File: src/rtl/gen_for_seq.sv
// Sequential add/sub accumulator: one alternating (A+B)/(A-B) step per clock, COUNT steps per operand pair.
// Define GEN_FOR_PERSIST_EN to keep the accumulator across transactions (only reset reloads INIT).
module gen_for_seq #(
  parameter int NBITS  = 8,
  parameter int COUNT  = 4,
  parameter int OFFSET = 17,
  parameter int INIT   = 1,
  localparam int CW    = (COUNT > 1) ? $clog2(COUNT) : 1
) (
  input  logic             CLK,
  input  logic             RST_N,
  input  logic             IN_VALID,
  output logic             IN_READY,
  input  logic [NBITS-1:0] A,
  input  logic [NBITS-1:0] B,
  output logic             OUT_VALID,
  input  logic             OUT_READY,
  output logic [NBITS-1:0] XOUT,
  output logic             BUSY,
  output logic [CW-1:0]    ITER
);

  if (COUNT < 1) begin : g_bad_count
    $error("gen_for_seq: COUNT must be >= 1");
  end

  typedef enum logic [1:0] {
    S_IDLE,
    S_RUN,
    S_DONE
  } state_t;

  localparam logic [NBITS-1:0] INIT_W = NBITS'(INIT);
  localparam logic [NBITS-1:0] OFF_W  = NBITS'(OFFSET);
  localparam logic [CW-1:0]    LAST   = CW'(COUNT - 1);

  state_t           state_q, state_d;
  logic [NBITS-1:0] acc_q, acc_d;
  logic [NBITS-1:0] a_q, a_d;
  logic [NBITS-1:0] b_q, b_d;
  logic [NBITS-1:0] xout_q, xout_d;
  logic [CW-1:0]    iter_q, iter_d;
  logic [NBITS-1:0] step_c;
  logic [NBITS-1:0] acc_step_c;
  logic             last_c;

  always_ff @(posedge CLK or negedge RST_N) begin
    if (!RST_N) begin
      state_q <= S_IDLE;
    end else begin
      state_q <= state_d;
    end
  end

  always_comb begin
    state_d = state_q;
    unique case (state_q)
      S_IDLE:  if (IN_VALID) state_d = S_RUN;
      S_RUN:   if (last_c) state_d = S_DONE;
      S_DONE:  if (OUT_READY) state_d = S_IDLE;
      default: state_d = S_IDLE;
    endcase
  end

  always_comb begin
    IN_READY  = (state_q == S_IDLE);
    BUSY      = (state_q != S_IDLE);
    OUT_VALID = (state_q == S_DONE);
    XOUT      = xout_q;
    ITER      = iter_q;
  end

  // Even steps add A+B, odd steps add A-B; both wrap modulo 2^NBITS.
  assign step_c     = iter_q[0] ? (a_q - b_q) : (a_q + b_q);
  assign acc_step_c = acc_q + step_c;
  assign last_c     = (iter_q == LAST);

  always_comb begin
    acc_d  = acc_q;
    a_d    = a_q;
    b_d    = b_q;
    xout_d = xout_q;
    iter_d = iter_q;
    unique case (state_q)
      S_IDLE: begin
        if (IN_VALID) begin
          a_d    = A;
          b_d    = B;
          iter_d = '0;
`ifdef GEN_FOR_PERSIST_EN
          acc_d  = acc_q;
`else
          acc_d  = INIT_W;
`endif
        end
      end
      S_RUN: begin
        acc_d  = acc_step_c;
        iter_d = iter_q + CW'(1);
        if (last_c) xout_d = acc_step_c - OFF_W;
      end
      S_DONE: begin
        if (OUT_READY) iter_d = '0;
      end
      default: ;
    endcase
  end

  always_ff @(posedge CLK or negedge RST_N) begin
    if (!RST_N) begin
      acc_q  <= INIT_W;
      a_q    <= '0;
      b_q    <= '0;
      xout_q <= '0;
      iter_q <= '0;
    end else begin
      acc_q  <= acc_d;
      a_q    <= a_d;
      b_q    <= b_d;
      xout_q <= xout_d;
      iter_q <= iter_d;
    end
  end

endmodule

File: config.mk
export PLATFORM = sky130hd
export DESIGN_NAME = gen_for_seq
export DESIGN_NICKNAME = d
export VERILOG_FILES = /design/src/rtl/gen_for_seq.sv
export SDC_FILE = /design/constraint.sdc
export NUM_CORES = 1
export LEC_CHECK = 0
export ABC_AREA = 1
export CAP_MARGIN = 20
export CORE_ASPECT_RATIO = 1.25
export CORE_MARGIN = 1
export CORE_UTILIZATION = 56
export CTS_BUF_LIST = sky130_fd_sc_hd__clkbuf_4 sky130_fd_sc_hd__clkbuf_8
export DETAILED_ROUTE_END_ITERATION = 10
export GPL_TIMING_DRIVEN = 0
export PLACE_DENSITY = 0.86
export SYNTH_ARGS = -nofsm -noshare
export SYNTH_HDL_FRONTEND = slang
export SYNTH_SLANG_ARGS = --single-unit
export TNS_END_PERCENT = 30
File: constraint.sdc
create_clock -name CLK -period 3.6 [get_ports CLK]
set_input_delay 0.72 -clock CLK [delete_from_list [all_inputs] [get_ports CLK]]
set_output_delay 0.72 -clock CLK [all_outputs]
set_load 0.05 [all_outputs]
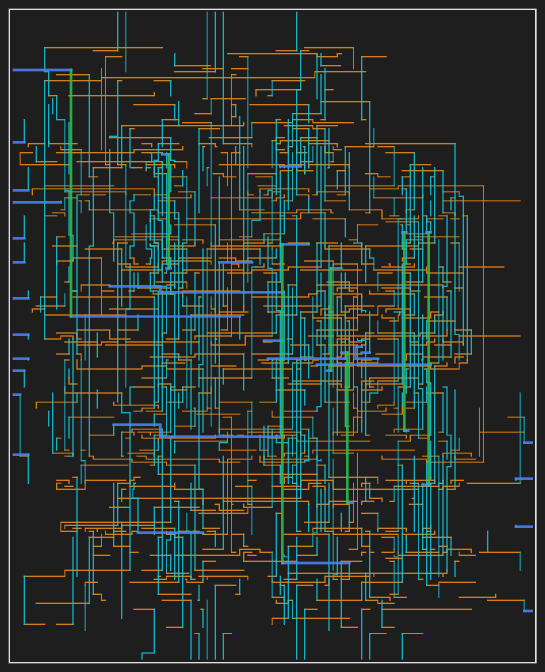
Fig. 1. Wiring by layer.
legend:
  M1:
    color: orange
    wire_length: 2,040 µm
  M3:
    color: blue
    wire_length: 148 µm
  M4:
    color: green
    wire_length: 156 µm
  M2:
    color: cyan
    wire_length: 2,560 µm

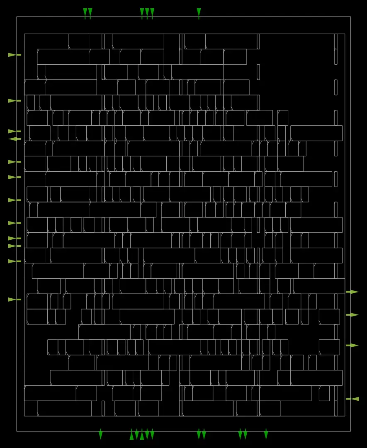
Fig. 2. Placed standard cells.
fill cell count: 325
fraction of area in registers: 0.3223
seq_cells: 36

==> run summary <==
Reports from this run.

- The run finished with clean final reports.
- STA classifies the critical path startpoint as a register.
- Post-route period utilization is reported as 0.9193.
- The critical path goes through inv_1 > nand2_1 > xor2_1 > inv_1 > ha_1 > a21oi_1 > o21ai_2 > nand2_1 > nand2_1 > a21oi_1 > xnor2_1 > ha_1 > a21oi_1 > o21ai_0 > a21oi_2 > inv_1 > nand3_1 > nand3_1 > nand3_1 > nand2_1.
- The level count of the clock H-tree reads 2.
- The fraction of registers with async set or reset after synthesis reads 1.000.
- The clock transition at the register clock pins on the worst setup and hold paths after CTS is 0.08 ns.
- For reference, the final report shows the hold violation count at 0.
- The number of global-route vias before repair came to 2,002.
- Per the timing report, the biggest fanout along the worst path comes to 9.
- The die span in y reads 73.79 µm.
- By instance count after routing, the leading logic cell types are sky130_fd_sc_hd__nand2_1 (67), sky130_fd_sc_hd__inv_1 (42), sky130_fd_sc_hd__dfrtp_1 (34).
- On the final layout, the worst clock skew is 0.006043 ns.
- The detailed router placed 2,014 vias in this run.
- The wire length of the first global-routing pass reads 8231 µm.
- The number of stages on the worst hold path reads 2.
- The slowest stage cell on the critical path reads sky130_fd_sc_hd__dfrtp_2.
- The net total in the final layout reads 367.
- The number of CTS-inserted buffers is 5.
- The share of final-layout standard cells stronger than drive strength 1 is 0.1125.
- In this build the clock could be raised as far as 0.3022 GHz.
- The most numerous cell on the critical path reads sky130_fd_sc_hd__nand2_1.
- The maximum cell stage delay along the critical path reads 0.48 ns.
- In this run the mean area of a mapped cell was 8.016 µm².
- In this run the cell area of the synthesized design comes to 2308 µm².
- The count of warning messages emitted by the tools reads 26.
- The end point of the worst hold path is XOUT[0]$_DFFE_PN0P_.
- Counting every instance in the synthesized netlist gives 288.
- The worst min-delay path startpoint reads XOUT[0]$_DFFE_PN0P_.
- The count of max-cap constraint violations is 0.
- The number of cell instances after yosys synthesis is 288.
- The x dimension of the die reads 59.43 µm.
- The post-synth area from yosys stat is 2308 µm².
- The class of the most critical setup path is register to register.
- The minimum setup slack among reg-to-reg paths is 0.29 ns.
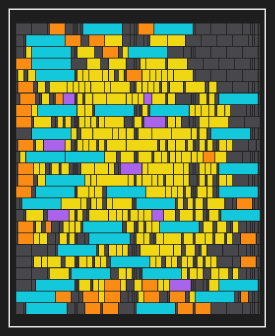
Fig. 3. Cells colored by class.
Fill, decap, tap and diode cells in gray.
legend:
  remaining buffers and delay cells:
    color: orange
    cells: 35
  registers:
    color: cyan
    cells: 36
  clock drivers and dummy loads:
    color: purple
    cells: 8
  remaining logic cells:
    color: yellow
    cells: 250
post-layout utilization of the core: 0.7226
post-route design area: 2803 µm²
Core Rows: 25
core area: 3879 µm²

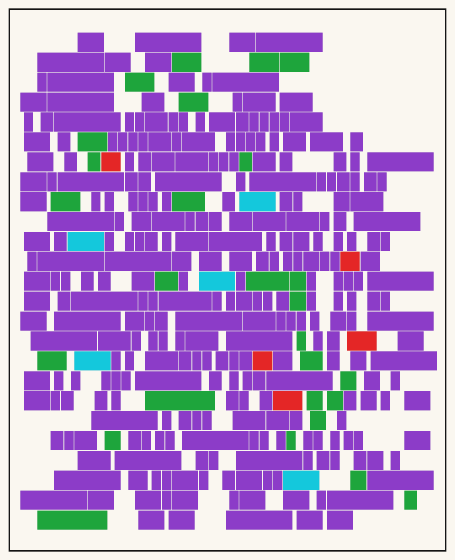
Fig. 4. Drive-strength map.
legend:
  x6 and larger:
    color: cyan
    cells: 5
  x3 and x4:
    color: red
    cells: 5
  x2:
    color: green
    cells: 27
  x1 and smaller:
    color: purple
    cells: 292
min setup slack post-route: 0.2905 ns
Layout area overhead: 21.41%
Plain + repair buffers: 35

==> critical path: cells and delay by family (launching register included) <==
| family | cells | cell delay, ns |
|---|---|---|
| AOI/OAI and AO/OA | 6 | 1.00 |
| xor gates and xnor gates | 2 | 0.28 |
| adders and majority gates | 2 | 0.63 |
| buffers and inverters | 3 | 0.28 |
| DFF | 1 | 0.48 |
| and+or+nand+nor | 7 | 0.54 |
==> through the flow <==
stage	cells	setup TNS [ns]	setup slack, ns	hold WS (ns)	instance area [µm²]
after floorplan	288	0	0.3260	0.4244	2308
after global placement	374	0	0.2936	0.4654	2696
after detailed placement	374	0	0.1830	0.4776	2691
after CTS	382	0	0.1281	0.4951	2780
after global routing	383	-0.03673	-0.03673	0.5352	2803
final	383	0	0.2905	0.4954	2803
==> final cells by class <==
class / instances / area (µm²) / share of cell area
multi-input cells: 205 / 1242 / 0.4433
inverters: 45 / 168.9 / 0.06027
repair buffers: 33 / 322.8 / 0.1152
clock inverters: 1 / 5.005 / 0.001786
plain buffers: 2 / 8.758 / 0.003125
well taps: 54 / 67.56 / 0.02411
flip-flops and latches: 36 / 903.4 / 0.3223
clock buffers: 7 / 83.83 / 0.02991
==> sequential cells by signal, summed over array words and instances, names as in the netlist <==
| signal | cells |
|---|---|
| XOUT | 8 |
| a_q | 8 |
| acc_q | 8 |
| b_q | 8 |
| ITER | 2 |
| state_q | 2 |
==> cell families (layout without fill, tap and decap cells) <==
kind of cell	Yosys count	in the layout	share of synthesized area
simple gates	124	124	0.2374
buf+inv	47	88	0.07696
compound gates	42	42	0.09756
flops	36	36	0.3908
fa+ha+maj	19	19	0.1095
xor+xnor	12	12	0.04878
mux	8	8	0.03903
==> per-layer routing <==
layer | global-route usage | wire length, µm | vias up
li1 | - | - | 1015
met1 | 0.2708 | 2037 | 936
met2 | 0.4707 | 2563 | 46
met3 | 0.05282 | 147 | 17
met4 | 0.1058 | 156 | 0
met5 | 0 | 0 | -
==> worst max path at each step <==
stage	end	startpoint	depth (start not counted)
after floorplan	XOUT[7]$_DFFE_PN0P_	ITER[0]$_DFFE_PN0P_	20
after global placement	XOUT[7]$_DFFE_PN0P_	ITER[0]$_DFFE_PN0P_	20
after detailed placement	XOUT[7]$_DFFE_PN0P_	b_q[0]$_DFFE_PN0P_	19
after CTS	XOUT[7]$_DFFE_PN0P_	b_q[0]$_DFFE_PN0P_	19
after global routing	XOUT[7]$_DFFE_PN0P_	ITER[0]$_DFFE_PN0P_	21
final	XOUT[7]$_DFFE_PN0P_	ITER[0]$_DFFE_PN0P_	20
==> repair_timing <==
action                     4_1_cts  5_1_grt
setup endpoints to repair        0        2
buffers inserted                 0        1
gates resized                    0        6
